## src/rtl/prom_seq_pkg.sv

```systemverilog
// Shared types and constants for the 6301-footprint PROM access sequencer.
package prom_seq_pkg;

    localparam int unsigned ROM_AW = 8;
    localparam int unsigned ROM_DW = 4;

    localparam int unsigned DEF_SYNC_STAGES   = 2;
    localparam int unsigned DEF_STABLE_CYCLES = 2;
    localparam int unsigned DEF_ACCESS_CYCLES = 4;
    localparam int unsigned DEF_HOLD_CYCLES   = 2;

    typedef enum logic [2:0] {
        IDLE,
        SETTLE,
        FETCH,
        DRIVE,
        HOLD
    } state_e;

    function automatic int unsigned max3(input int unsigned a, input int unsigned b,
                                         input int unsigned c);
        int unsigned m;
        m = (a > b) ? a : b;
        return (m > c) ? m : c;
    endfunction

endpackage

```

## src/rtl/bus_sync.sv

```systemverilog
// N-bit multi-flop synchronizer with a synchronous reset value.
module bus_sync #(
    parameter int unsigned       WIDTH   = 1,
    parameter int unsigned       STAGES  = 2,
    parameter logic [WIDTH-1:0]  RST_VAL = '0
) (
    input  logic             clk,
    input  logic             rst,
    input  logic [WIDTH-1:0] i_d,
    output logic [WIDTH-1:0] o_q
);

    logic [STAGES-1:0][WIDTH-1:0] r_chain;

    always_ff @(posedge clk) begin
        if (rst) begin
            for (int i = 0; i < int'(STAGES); i++) begin
                r_chain[i] <= RST_VAL;
            end
        end else begin
            r_chain[0] <= i_d;
            for (int i = 1; i < int'(STAGES); i++) begin
                r_chain[i] <= r_chain[i-1];
            end
        end
    end

    assign o_q = r_chain[STAGES-1];

endmodule

```

## src/rtl/prom_access_sequencer.sv

```systemverilog
// Clocked front end for the 256x4 PROM replacement: synchronize pins, wait for a
// settled address, fetch from the ROM array and drive the output buffer with hold guard.
module prom_access_sequencer
    import prom_seq_pkg::*;
#(
    parameter int unsigned SYNC_STAGES   = DEF_SYNC_STAGES,
    parameter int unsigned STABLE_CYCLES = DEF_STABLE_CYCLES,
    parameter int unsigned ACCESS_CYCLES = DEF_ACCESS_CYCLES,
    parameter int unsigned HOLD_CYCLES   = DEF_HOLD_CYCLES
) (
    input  logic              clk,
    input  logic              rst,
    input  logic [ROM_AW-1:0] addr,
    input  logic              ce1_n,
    input  logic              ce2_n,
    output logic [ROM_AW-1:0] rom_addr,
    output logic              rom_rd,
    input  logic [ROM_DW-1:0] rom_data,
    output logic [ROM_DW-1:0] data,
    output logic              oe
);

    localparam int unsigned CW = $clog2(max3(STABLE_CYCLES, ACCESS_CYCLES, HOLD_CYCLES)) + 1;

    logic [ROM_AW-1:0] w_addr_s;
    logic [1:0]        w_ce_s;
    logic              w_sel_s;
    logic              w_match;

    state_e            r_state,    w_state_nxt;
    logic [ROM_AW-1:0] r_cap_addr, w_cap_nxt;
    logic [CW-1:0]     r_cnt,      w_cnt_nxt;
    logic [CW-1:0]     r_hcnt,     w_hcnt_nxt;
    logic [ROM_AW-1:0] r_rom_addr, w_rom_addr_nxt;
    logic              r_rom_rd,   w_rom_rd_nxt;
    logic              r_oe,       w_oe_nxt;
    logic              r_rd_d;
    logic [ROM_DW-1:0] r_data;

    bus_sync #(.WIDTH(ROM_AW), .STAGES(SYNC_STAGES), .RST_VAL('0)) u_addr_sync (
        .clk (clk),
        .rst (rst),
        .i_d (addr),
        .o_q (w_addr_s)
    );

    // Enables reset to "deselected".
    bus_sync #(.WIDTH(2), .STAGES(SYNC_STAGES), .RST_VAL(2'b11)) u_ce_sync (
        .clk (clk),
        .rst (rst),
        .i_d ({ce2_n, ce1_n}),
        .o_q (w_ce_s)
    );

    assign w_sel_s = ~w_ce_s[0] & ~w_ce_s[1];
    assign w_match = (w_addr_s == r_cap_addr);

    always_ff @(posedge clk) begin
        if (rst) begin
            r_state <= IDLE;
        end else begin
            r_state <= w_state_nxt;
        end
    end

    always_comb begin
        w_state_nxt    = r_state;
        w_cap_nxt      = r_cap_addr;
        w_cnt_nxt      = r_cnt;
        w_hcnt_nxt     = r_hcnt;
        w_rom_addr_nxt = r_rom_addr;
        w_rom_rd_nxt   = 1'b0;
        unique case (r_state)
            IDLE: begin
                if (w_sel_s) begin
                    w_cap_nxt   = w_addr_s;
                    w_cnt_nxt   = '0;
                    w_state_nxt = SETTLE;
                end
            end
            SETTLE: begin
                if (!w_sel_s) begin
                    w_cnt_nxt   = '0;
                    w_state_nxt = IDLE;
                end else if (!w_match) begin
                    w_cap_nxt = w_addr_s;
                    w_cnt_nxt = '0;
                end else if (r_cnt >= CW'(STABLE_CYCLES - 1)) begin
                    w_cnt_nxt      = '0;
                    w_rom_addr_nxt = r_cap_addr;
                    w_rom_rd_nxt   = 1'b1;
                    w_state_nxt    = FETCH;
                end else begin
                    w_cnt_nxt = (r_cnt == {CW{1'b1}}) ? r_cnt : r_cnt + CW'(1);
                end
            end
            FETCH: begin
                if (r_cnt >= CW'(ACCESS_CYCLES - 1)) begin
                    w_cnt_nxt = '0;
                    if (!w_sel_s) begin
                        w_state_nxt = IDLE;
                    end else if (!w_match) begin
                        w_cap_nxt   = w_addr_s;
                        w_state_nxt = SETTLE;
                    end else begin
                        w_state_nxt = DRIVE;
                    end
                end else begin
                    w_cnt_nxt = (r_cnt == {CW{1'b1}}) ? r_cnt : r_cnt + CW'(1);
                end
            end
            DRIVE: begin
                if (!w_sel_s || !w_match) begin
                    w_hcnt_nxt  = '0;
                    w_state_nxt = HOLD;
                end
            end
            HOLD: begin
                // Pins are ignored until the guard interval has fully elapsed.
                if (r_hcnt >= CW'(HOLD_CYCLES - 1)) begin
                    w_hcnt_nxt = '0;
                    if (w_sel_s) begin
                        w_cap_nxt   = w_addr_s;
                        w_cnt_nxt   = '0;
                        w_state_nxt = SETTLE;
                    end else begin
                        w_state_nxt = IDLE;
                    end
                end else begin
                    w_hcnt_nxt = (r_hcnt == {CW{1'b1}}) ? r_hcnt : r_hcnt + CW'(1);
                end
            end
            default: begin
                w_state_nxt = IDLE;
            end
        endcase
        w_oe_nxt = (w_state_nxt == DRIVE) || (w_state_nxt == HOLD);
    end

    always_ff @(posedge clk) begin
        if (rst) begin
            r_cap_addr <= '0;
            r_cnt      <= '0;
            r_hcnt     <= '0;
            r_rom_addr <= '0;
            r_rom_rd   <= 1'b0;
            r_rd_d     <= 1'b0;
            r_oe       <= 1'b0;
            r_data     <= '0;
        end else begin
            r_cap_addr <= w_cap_nxt;
            r_cnt      <= w_cnt_nxt;
            r_hcnt     <= w_hcnt_nxt;
            r_rom_addr <= w_rom_addr_nxt;
            r_rom_rd   <= w_rom_rd_nxt;
            r_rd_d     <= r_rom_rd;
            r_oe       <= w_oe_nxt;
            // ROM data is valid the cycle after the strobe, always inside FETCH.
            if (r_rd_d) begin
                r_data <= rom_data;
            end
        end
    end

    assign rom_addr = r_rom_addr;
    assign rom_rd   = r_rom_rd;
    assign data     = r_data;
    assign oe       = r_oe;

endmodule

```

## config.mk

```make
export PLATFORM = sky130hd
export DESIGN_NAME = prom_access_sequencer
export DESIGN_NICKNAME = d
export VERILOG_FILES = /design/src/rtl/prom_seq_pkg.sv /design/src/rtl/bus_sync.sv /design/src/rtl/prom_access_sequencer.sv
export SDC_FILE = /design/constraint.sdc
export NUM_CORES = 1
export LEC_CHECK = 0
export CAP_MARGIN = 20
export CORE_UTILIZATION = 45
export CTS_BUF_LIST = sky130_fd_sc_hd__clkbuf_8
export DETAILED_ROUTE_END_ITERATION = 8
export PLACE_DENSITY = 0.68
export SLEW_MARGIN = 20
export SYNTH_ARGS = -nofsm -noshare
export SYNTH_HDL_FRONTEND = slang
export SYNTH_SLANG_ARGS = --single-unit
```

## constraint.sdc

```tcl
create_clock -name clk -period 2.5 [get_ports clk]
set_input_delay 0.5 -clock clk [delete_from_list [all_inputs] [get_ports clk]]
set_output_delay 0.5 -clock clk [all_outputs]
set_load 0.01 [all_outputs]
```

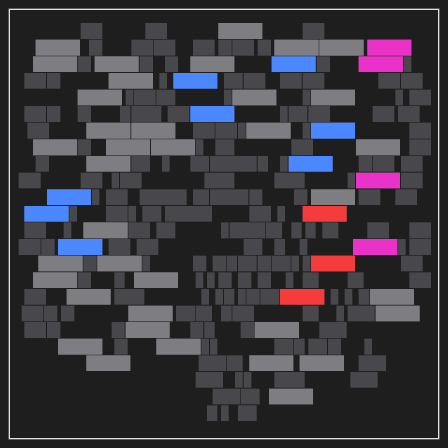
(images/ff_map.png)
[magenta] data | placed flops: 4
[red] r_state | placed flops: 3
[blue] rom_addr | placed flops: 8
not coloured: 37
total sequential power: 849 uW
sequential share of cell area: 41.6%
footprint of the flip-flops and latches: 1040 um^2

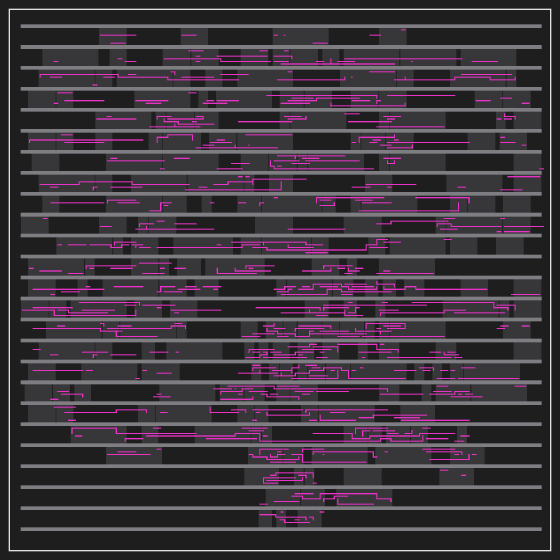
(images/m1.png)
Supply wires on this layer in grey.
wire length on this layer: 1,630 um
nets with wire on the layer: 212
main direction: horizontal
total wire length after detailed routing: 3380 um
met1 layer usage reported by global route: 20.5%

==> flow_metrics.rpt <==
==== FLOW RESULTS ====
----------------------------------------------------
[Logic synthesis]
  Share of synthesized cell area in full adder, half adder and majority cells ........................ 3.00%
  Cell area after synthesis ........................ 2090 um^2
  Post-synthesis mux area share ........................ 9.60%
  Post-synthesis instance total ........................ 202
  XOR Share, Synth ........................ 3.36%
  Mapped Avg Cell Area ........................ 10.3 um^2
  Dominant Register Cell ........................ sky130_fd_sc_hd__dfxtp_1
  Number of enable-type register cells in the synthesized netlist ........................ 0
  Synth cell types ........................ 42
  Yosys chip area ........................ 2090 um^2
  Post-synthesis cell count from yosys ........................ 202
  Sequential-to-total area share from yosys stat ........................ 49.9%
  Post-synth regs ........................ 52
  Syn. warnings ........................ 0
  Net count entering floorplan ........................ 223
  AND-OR/OR-AND Cells, Area Fraction ........................ 8.88%
  Async SR Flop Fraction ........................ 0%
  Top comb family, area ........................ simple AND/OR/NAND/NOR gates
  Post-synthesis share of cell area spent on and, or, nand and nor gates ........................ 21.8%

[Min path]
  Hold-critical path endpoint ........................ u_ce_sync.o_q[1]
  Type of the tightest min-delay check ........................ register to register
  Cell depth of the worst hold path ........................ 1
  Startpoint of the tightest hold check path ........................ u_ce_sync.r_chain[1]

[Power and ir drop]
  Int Pwr ........................ 1080 uW
  Lkg Pwr ........................ 0.000931 uW
  IR Drop Worst-Case VDD ........................ 0.000329 V
  Gate power share ........................ 5.2%
  Share of total power in sequential cells ........................ 61.6%
  Switching part of the total power ........................ 21.8%
  Pwr per Cell Area ........................ 551 nW/um^2
  Fraction of power consumed by the clock network ........................ 33.2%
  Switching power summed over all nets ........................ 300 uW

[Timing]
  Worst Setup Slack, final ........................ 0.467 ns
  Worst-case headroom to the max-slew limit ........................ 58.9%
  Final tally of hold violations ........................ 0
  Final slew viol count ........................ 0
  Final clock skew ........................ 0.00588 ns
  Final clock period utilization by the worst path ........................ 81.3%
  Highest Clock Rate ........................ 492 MHz
  Final setup violating endpoints ........................ 0
  Slew @ Worst Pin ........................ 0.611 ns
  Setup TNS ........................ 0 ns
  RSZ-0062 raised after global routing ........................ no
  Minimum period implied by the final worst setup slack ........................ 2.03 ns

[Detailed routing]
  Number of detailed-routing iterations run before antenna repair ........................ 4
  # DRC ........................ 0
  Via count ........................ 1,404
  Routed vias/inst ........................ 4.96
  Number of antenna-violating nets in the routed design ........................ 0
  Number of DRC violations after detailed-routing iteration 0 ........................ 48

[Run status]
  Run status ........................ finished, final reports clean

[Critical path]
  Critical Path, Cell by Cell ........................ xor2_1, nor4_4, nand3_4, nor4_4, buf_4, mux2i_1, nor2_1
  CP dominant cell by count ........................ sky130_fd_sc_hd__nor4_4
  Crit path max-delay family ........................ simple AND/OR/NAND/NOR gates
  Setup Crit Path Kind ........................ register to register
  Critical-path cell with the highest stage delay ........................ sky130_fd_sc_hd__nor4_4
  Depth of the most critical reg-to-reg path ........................ 7
  Largest incremental delay on the critical path ........................ 0.38 ns
  Critical path data required time ........................ 2.68 ns
  Peak fanout along the critical path ........................ 6
  Critical register-to-register path endpoint ........................ rom_addr[2]
  RR Startpoint ........................ r_cap_addr[6]
  Slack of the worst reg-to-reg path ........................ 0.47 ns
  Startpoint class of the critical path ........................ register
  Count of buffer and inverter cells on the critical path ........................ 1
  CP Data Arrival Time ........................ 2.22 ns
  Type of destination of the critical path ........................ register

[Clocking]
  Count of cells resized by post-cts repair ........................ 0
  Clock tree sinks ........................ 52
  Clk latency late pin ........................ 0.30 ns
  CTS buffer count ........................ 5
  Maximum count of clock buffers along a single path ........................ 2
  H-tree levels ........................ 2
  Post-CTS Hold Buffers ........................ 0
  TritonCTS clock tree ........................ done
  Clock-pin slew reported for the worst setup and hold paths after clock tree synthesis ........................ 0.09 ns
  Post-CTS setup buffers ........................ 0
  Clock tree root buffer cell ........................ sky130_fd_sc_hd__clkbuf_8

[Job]
  Max Cap Viol ........................ 0
  Total number of warnings across the stage logs ........................ 28

[GRT]
  Number of antenna violations at the first check in global routing ........................ 0
  Maximum number of pins on one net before global-route repair ........................ 47
  First-pass GRT wire length ........................ 6280 um
  Via count of the first global-routing pass ........................ 1,386
  Total congestion overflow ........................ 0
  Global router's overall resource usage ........................ 16.2%

[Floorplanning]
  Initial standard-cell utilization of the core ........................ 47.3%
  Floorplan die height ........................ 70.1 um
  Number of top-level design ports ........................ 30
  Chip area ........................ 4910 um^2
  Area of the core region ........................ 4410 um^2
  Site row count ........................ 24
  Chip width ........................ 70.1 um

[Finish]
  Count of placed standard cells in the final layout, fillers left out ........................ 283
  Share of post-route cells with drive strength above 1 ........................ 10.4%
  Final Net Count ........................ 251
  Top library cells by usage in the layout, fill and taps aside ........................ sky130_fd_sc_hd__dfxtp_1 (52), sky130_fd_sc_hd__clkdlybuf4s50_1 (29), sky130_fd_sc_hd__nor2_1 (26)
  P&R area growth vs syn ........................ 19.9%
  Final standard cell utilization of the core ........................ 56.7%
  Commonest non-fill, non-tap cell in the layout ........................ sky130_fd_sc_hd__dfxtp_1
  Antenna Cells ........................ 0

[Placement]
  Port-buffer cells ........................ 29
  Post-placement cell count ........................ 275
  Routability congestion estimate from global placement ........................ 0.830
  HPWL reported at the end of detailed placement ........................ 2420 um
  Worst slack, placed ........................ 0.449 ns

----------------------------------------------------
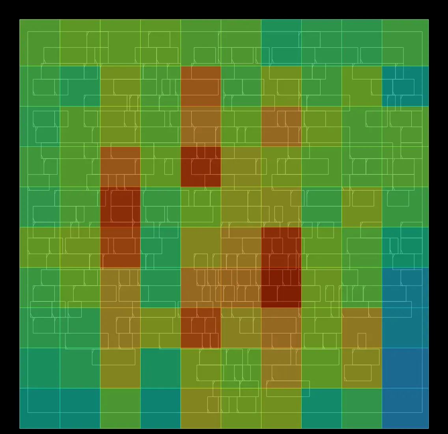
(images/congestion_map.png)
met2 demand-to-capacity share in global routing: 25.5%
met3 Track Usage GR: 4.04%
average wire per standard cell: 12.0 um

-- synth_stat cells, types with 2 or more instances --
| cell type | count | area (um^2) |
|---|---|---|
| sky130_fd_sc_hd__clkbuf_1 | 8 | 30.0 |
| sky130_fd_sc_hd__or2_2 | 4 | 25.0 |
| sky130_fd_sc_hd__mux2i_1 | 20 | 200 |
| sky130_fd_sc_hd__inv_1 | 6 | 22.5 |
| sky130_fd_sc_hd__nor2_1 | 26 | 97.6 |
| sky130_fd_sc_hd__nor4_1 | 2 | 12.5 |
| sky130_fd_sc_hd__nor2b_1 | 18 | 113 |
| sky130_fd_sc_hd__a31o_1 | 2 | 17.5 |
| sky130_fd_sc_hd__nor4_2 | 2 | 25.0 |
| sky130_fd_sc_hd__o21ai_1 | 2 | 10.0 |
| sky130_fd_sc_hd__dfxtp_1 | 52 | 1040 |
| sky130_fd_sc_hd__o21ai_0 | 2 | 10.0 |
| sky130_fd_sc_hd__a22o_1 | 2 | 17.5 |
| sky130_fd_sc_hd__xor2_1 | 8 | 70.1 |
| sky130_fd_sc_hd__nand2_1 | 8 | 30.0 |
| sky130_fd_sc_hd__a21oi_1 | 5 | 25.0 |
| sky130_fd_sc_hd__nor4_4 | 3 | 63.8 |
| sky130_fd_sc_hd__and2_1 | 4 | 25.0 |
| sky130_fd_sc_hd__ha_1 | 5 | 62.6 |
-- how the worst max path moves through the flow --
stage,start,to,slack [ns],cells after the start
after floorplan,r_hcnt[1],r_cap_addr[7],0.75,8
after CTS,r_cap_addr[6],rom_addr[2],0.43,7
after global placement,r_cap_addr[3],rom_addr[4],0.51,7
after global routing,r_cap_addr[0],rom_addr[1],0.31,7
final,r_cap_addr[6],rom_addr[2],0.47,7
after detailed placement,r_cap_addr[6],rom_addr[4],0.45,7
-- final cells by class --
cell class,count,area (um^2)
sequential,52,1040
fill,398,1910
tap,52,65.1
inverter,6,22.5
clock inverter,3,18.8
multi-input combinational,133,972
timing repair buffer,32,313
clock buffer,5,68.8
-- through the flow --
step,cell area (um^2),hold slack [ns],power [uW]
2_1_floorplan,2090,0.389,910
3_3_place_gp,2410,0.394,940
3_5_place_dp,2410,0.398,941
4_1_cts,2500,0.419,1400
5_1_grt,2500,0.435,1450
6_report,2500,0.418,1380
-- registers in the layout, indices dropped and copies added, names as in the netlist --
register,count
r_cap_addr,8
rom_addr,8
u_addr_sync.o_q,8
u_addr_sync.r_chain,8
data,4
r_cnt,3
r_hcnt,3
r_state,3
u_ce_sync.o_q,2
u_ce_sync.r_chain,2
oe,1
r_rd_d,1
rom_rd,1
-- metal layers --
layer	wire length (um)	GRT usage, %	share of wire [%]
met5	0	0	0
met2	1540	25.5	45
met3	145	4.04	4.3
met1	1630	20.5	48
met4	74	8.00	2.2
-- worst reg2reg max path: cells and delay by family, from the launching register on --
family | cells | cell delay (ns)
simple gates | 4 | 0.95
mux | 1 | 0.20
xor+xnor | 1 | 0.18
buf+inv | 1 | 0.25
flops | 1 | 0.33
-- power by group through the flow --
stage	Clock [uW]	Sequential (uW)	Combinational, uW
global route	518	852	78.9
floorplan	0	867	42.8
CTS	480	849	73.0
detailed placement	0	869	72.7
global placement	0	868	72.0
finish	458	849	71.8
Power and IR drop assume default switching activity.
